$ cat src/rtl/ama_riscv_mem_arbiter.sv
// ama_riscv_mem_arbiter: fetch/data arbiter onto one single-port sync memory, 1-cycle read response.
// Define AMA_RISCV_ARB_RR_EN for round-robin instead of data-priority with fetch starvation override.
module ama_riscv_mem_arbiter #(
  parameter int AW = 14,
  parameter int STARVE_LIM = 4
) (
  input  logic          clk,
  input  logic          rst,
  input  logic          i_req,
  input  logic [AW-1:0] i_addr,
  input  logic          i_flush,
  output logic          i_gnt,
  output logic          i_rvalid,
  output logic [31:0]   i_rdata,
  input  logic          d_req,
  input  logic [3:0]    d_we,
  input  logic [AW-1:0] d_addr,
  input  logic [31:0]   d_wdata,
  output logic          d_gnt,
  output logic          d_rvalid,
  output logic [31:0]   d_rdata,
  output logic          m_en,
  output logic [3:0]    m_we,
  output logic [AW-1:0] m_addr,
  output logic [31:0]   m_din,
  input  logic [31:0]   m_dout,
  output logic          stall_if,
  output logic          stall_mem,
  output logic          fetch_starved
);
  logic d_win;
  logic tag_v_q, tag_v_d, tag_i_q, tag_i_d;
`ifdef AMA_RISCV_ARB_RR_EN
  // ptr_q=1 gives fetch the win on the next conflict
  logic ptr_q, ptr_d;
  assign fetch_starved = 1'b0;
  always_comb begin
    d_win = d_req & ~(i_req & ptr_q);
    ptr_d = rst ? 1'b0 : (i_req & d_req) ? d_win : ptr_q;
  end
  always_ff @(posedge clk) ptr_q <= ptr_d;
`else
  localparam int CW = $clog2(STARVE_LIM + 1);
  logic [CW-1:0] cnt_q, cnt_d;
  assign fetch_starved = ~rst & (cnt_q == CW'(STARVE_LIM));
  always_comb begin
    d_win = d_req & ~(i_req & fetch_starved);
    cnt_d = (rst | ~i_req | i_gnt) ? '0 : fetch_starved ? cnt_q : cnt_q + 1'b1;
  end
  always_ff @(posedge clk) cnt_q <= cnt_d;
`endif
  always_comb begin
    d_gnt = ~rst & d_win;
    i_gnt = ~rst & i_req & ~d_win;
    m_en = i_gnt | d_gnt;
    m_we = d_gnt ? d_we : 4'h0;
    m_addr = d_gnt ? d_addr : i_addr;
    m_din = d_wdata;
    stall_if = ~rst & i_req & ~i_gnt;
    stall_mem = ~rst & d_req & ~d_gnt;
    // a fetch granted under flush is dropped before it ever becomes pending
    tag_v_d = ~rst & ((d_gnt & ~|d_we) | (i_gnt & ~i_flush));
    tag_i_d = i_gnt;
    i_rvalid = ~rst & tag_v_q & tag_i_q & ~i_flush;
    d_rvalid = ~rst & tag_v_q & ~tag_i_q;
    i_rdata = m_dout;
    d_rdata = m_dout;
  end
  always_ff @(posedge clk) begin
    tag_v_q <= tag_v_d;
    tag_i_q <= tag_i_d;
  end
endmodule

$ cat config.mk
export PLATFORM = sky130hd
export DESIGN_NAME = ama_riscv_mem_arbiter
export DESIGN_NICKNAME = d
export VERILOG_FILES = /design/src/rtl/ama_riscv_mem_arbiter.sv
export SDC_FILE = /design/constraint.sdc
export NUM_CORES = 1
export LEC_CHECK = 0
export ABC_AREA = 1
export CAP_MARGIN = 20
export CORE_MARGIN = 4
export CORE_UTILIZATION = 20
export CTS_BUF_LIST = sky130_fd_sc_hd__clkbuf_2 sky130_fd_sc_hd__clkbuf_4 sky130_fd_sc_hd__clkbuf_8
export CTS_CLUSTER_DIAMETER = 40
export CTS_CLUSTER_SIZE = 24
export DETAILED_ROUTE_END_ITERATION = 10
export MAX_ROUTING_LAYER = met4
export PLACE_DENSITY = 0.76
export SYNTH_ARGS = -nofsm -noshare
export SYNTH_HDL_FRONTEND = slang
export SYNTH_SLANG_ARGS = --single-unit
$ cat constraint.sdc
create_clock -name clk -period 1.6 [get_ports clk]
set_clock_uncertainty 0.15 [all_clocks]
set_input_delay 0.4 -clock clk [delete_from_list [all_inputs] [get_ports clk]]
set_output_delay 0.4 -clock clk [all_outputs]
set_load 0.02 [all_outputs]
Fig. 1: clock wires, drivers and flops
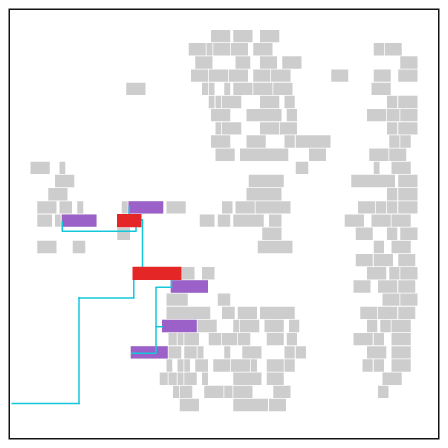
[clock wires] cyan | length: 121 um
[flip-flops] purple | count: 5
[clock-net drivers] red | count: 3
routed clock nets: 4

Fig. 2: gate-type map
The bar under the picture is 20 um long.
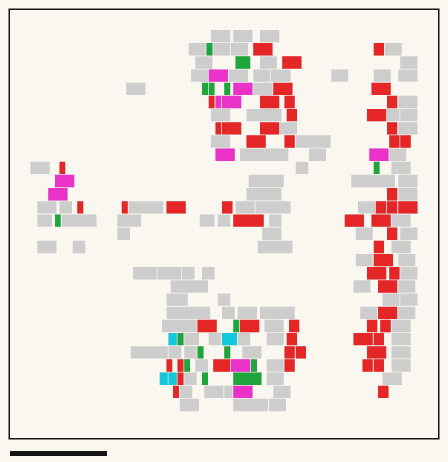
| family | colour | cells |
|---|---|---|
| nor cells | magenta | 10 |
| aoi and oai cells | cyan | 4 |
| nand cells | red | 58 |
| inv cells | green | 15 |

==> out/qor.yml <==
clkTransAtPathRegs_ns: 0.03
regArea_sq_um: 102.6
wl_per_cell_um: 14.26
fin_nets: 297
setup_viol: 25
vias_per_cell: 4.000
die_w_um: 88.35
yosysWarnings: 0
ios: 223
drtPass1Iterations: 4
dp_hpwl_um: 3045
core_sq_mm: 0.006314
die-area_sq_mm: 0.007806
syn_nets: 300
violations: "negative setup slack"
endpoint_kind: "primary output"
yosysUniqueCellTypes: 17
startpoint: "cnt_q[0]"
powerDensity_mw_per_mm2: 413.3
post-route-worst-setup-slack_ns: -0.4878
grt_max_degree: 12
lay_top_cells: "clkdlybuf4s50_1, buf_6, nand2_4"
syn_area_sq_mm: 0.001291
dp.cells: 253
fin_crit_ns: 2.088
routed-wl-met3_um: 534
reg2reg_to: "tag_v_q"
status: "finished with violations"
whs_path_depth: 3
Fig. 3: a small window of the routed layout
The bar under the picture is 10 um long. Window x 32 to 57, y 14 to 39 um. Cells in grey, sequential cells in the stronger grey; small squares are vias.
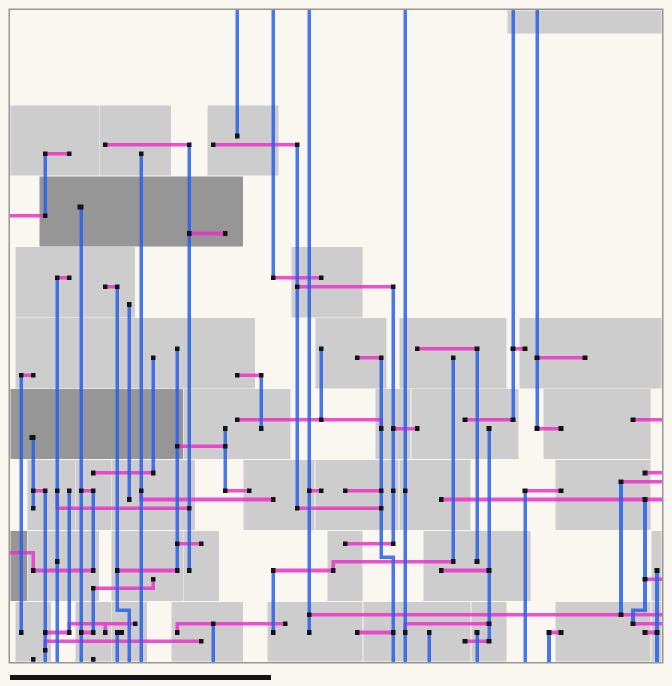
| layer | colour |
|---|---|
| M2 | blue |
| M1 | magenta |
netlist names of flops here include: cnt_q (2)
most frequent: buf_4 (9), inv_2 (5), buf_6 (3)
sequential cells in the window: 2
cells with their middle in the window: 35

-- per-layer routing --
| layer | global-route usage [%] | up-vias |
|---|---|---|
| met4 | 8.104 | 0 |
| met5 | - | - |
| met3 | 4.004 | 46 |
| li1 | - | 508 |
| met2 | 15.84 | 66 |
| met1 | 6.589 | 464 |
-- worst min path at each step --
stage	start	end	slack, ns
after floorplan	cnt_q[1]	cnt_q[1]	0.31
after global placement	cnt_q[0]	cnt_q[0]	0.36
after detailed placement	cnt_q[0]	cnt_q[0]	0.40
after CTS	cnt_q[1]	cnt_q[1]	0.45
after global routing	cnt_q[1]	cnt_q[1]	0.47
final	cnt_q[1]	cnt_q[1]	0.44
-- cell usage after synthesis --
library cell   n
xnor2_1        1
nand2_1       39
nand3_2        1
nand2_2        1
nand2_4        1
a21oi_1        4
ha_1           2
nand4_1       15
nand3_1        1
buf_6          2
inv_1         14
nor2_4         1
buf_2          4
dfxtp_1        5
inv_2          1
nor2_1         9
buf_4         96
-- final cells by class --
type / count / share of cell area [%]
tap: 77 / 4.809
inverter: 15 / 3.685
multi-input combinational: 75 / 31.73
antenna: 1 / 0.1249
sequential: 5 / 5.122
clock buffer: 4 / 2.436
timing repair buffer: 94 / 52.09
-- logic make-up (layout without fill, tap and decap cells) --
logic type	Yosys count	after routing	synth area share, %
AOI/OAI and AO/OA	4	4	1.550
xor gates and xnor gates	1	1	0.6784
adders and majority gates	2	2	1.938
buffers and inverters	117	113	63.47
DFF	5	5	7.752
other	0	1	0
and+or+nand+nor	68	68	24.61
-- registers in the layout (all words and copies together) (netlist names) --
signal and cells:
cnt_q 3, tag_i_q 1, tag_v_q 1
-- critical path, delay by kind of cell (launching register included) --
kind / cells / cell delay (ns)
fa+ha+maj: 1 / 0.15
buf+inv: 5 / 0.50
simple gates: 5 / 0.33
flops: 1 / 0.33
-- report_power, final --
group          internal, mW  leakage (nW)  total (mW)  switching (mW)
Clock                 0.187        0.0262       0.243          0.0560
Combinational         0.255         0.860       0.453           0.198
Sequential            0.129        0.0416       0.132         0.00267
Total                 0.571         0.928       0.828           0.257
-- timing repair --
item | 4_1_cts | 5_1_grt
setup buffers | 8 | 4
setup endpoints to repair | 27 | 26
cloned | 2 | 1
pin swaps | 10 | 7
resized | 193 | 17
-- per-stage QoR --
step                hold WS, ns  setup slack (ns)  TNS, ns  power (mW)
floorplan                0.3111          -0.04165  -0.7110      0.6486
global placement         0.3570            -1.060   -26.49      0.4972
CTS                      0.4512           -0.4957   -10.24      0.8340
global route             0.4717           -0.5388   -11.04      0.8710
detailed placement       0.4017            -1.091   -26.95      0.5030
finish                   0.4448           -0.4878   -9.651      0.8279
Power figures rest on the tool's default switching activity, not on a simulated workload.
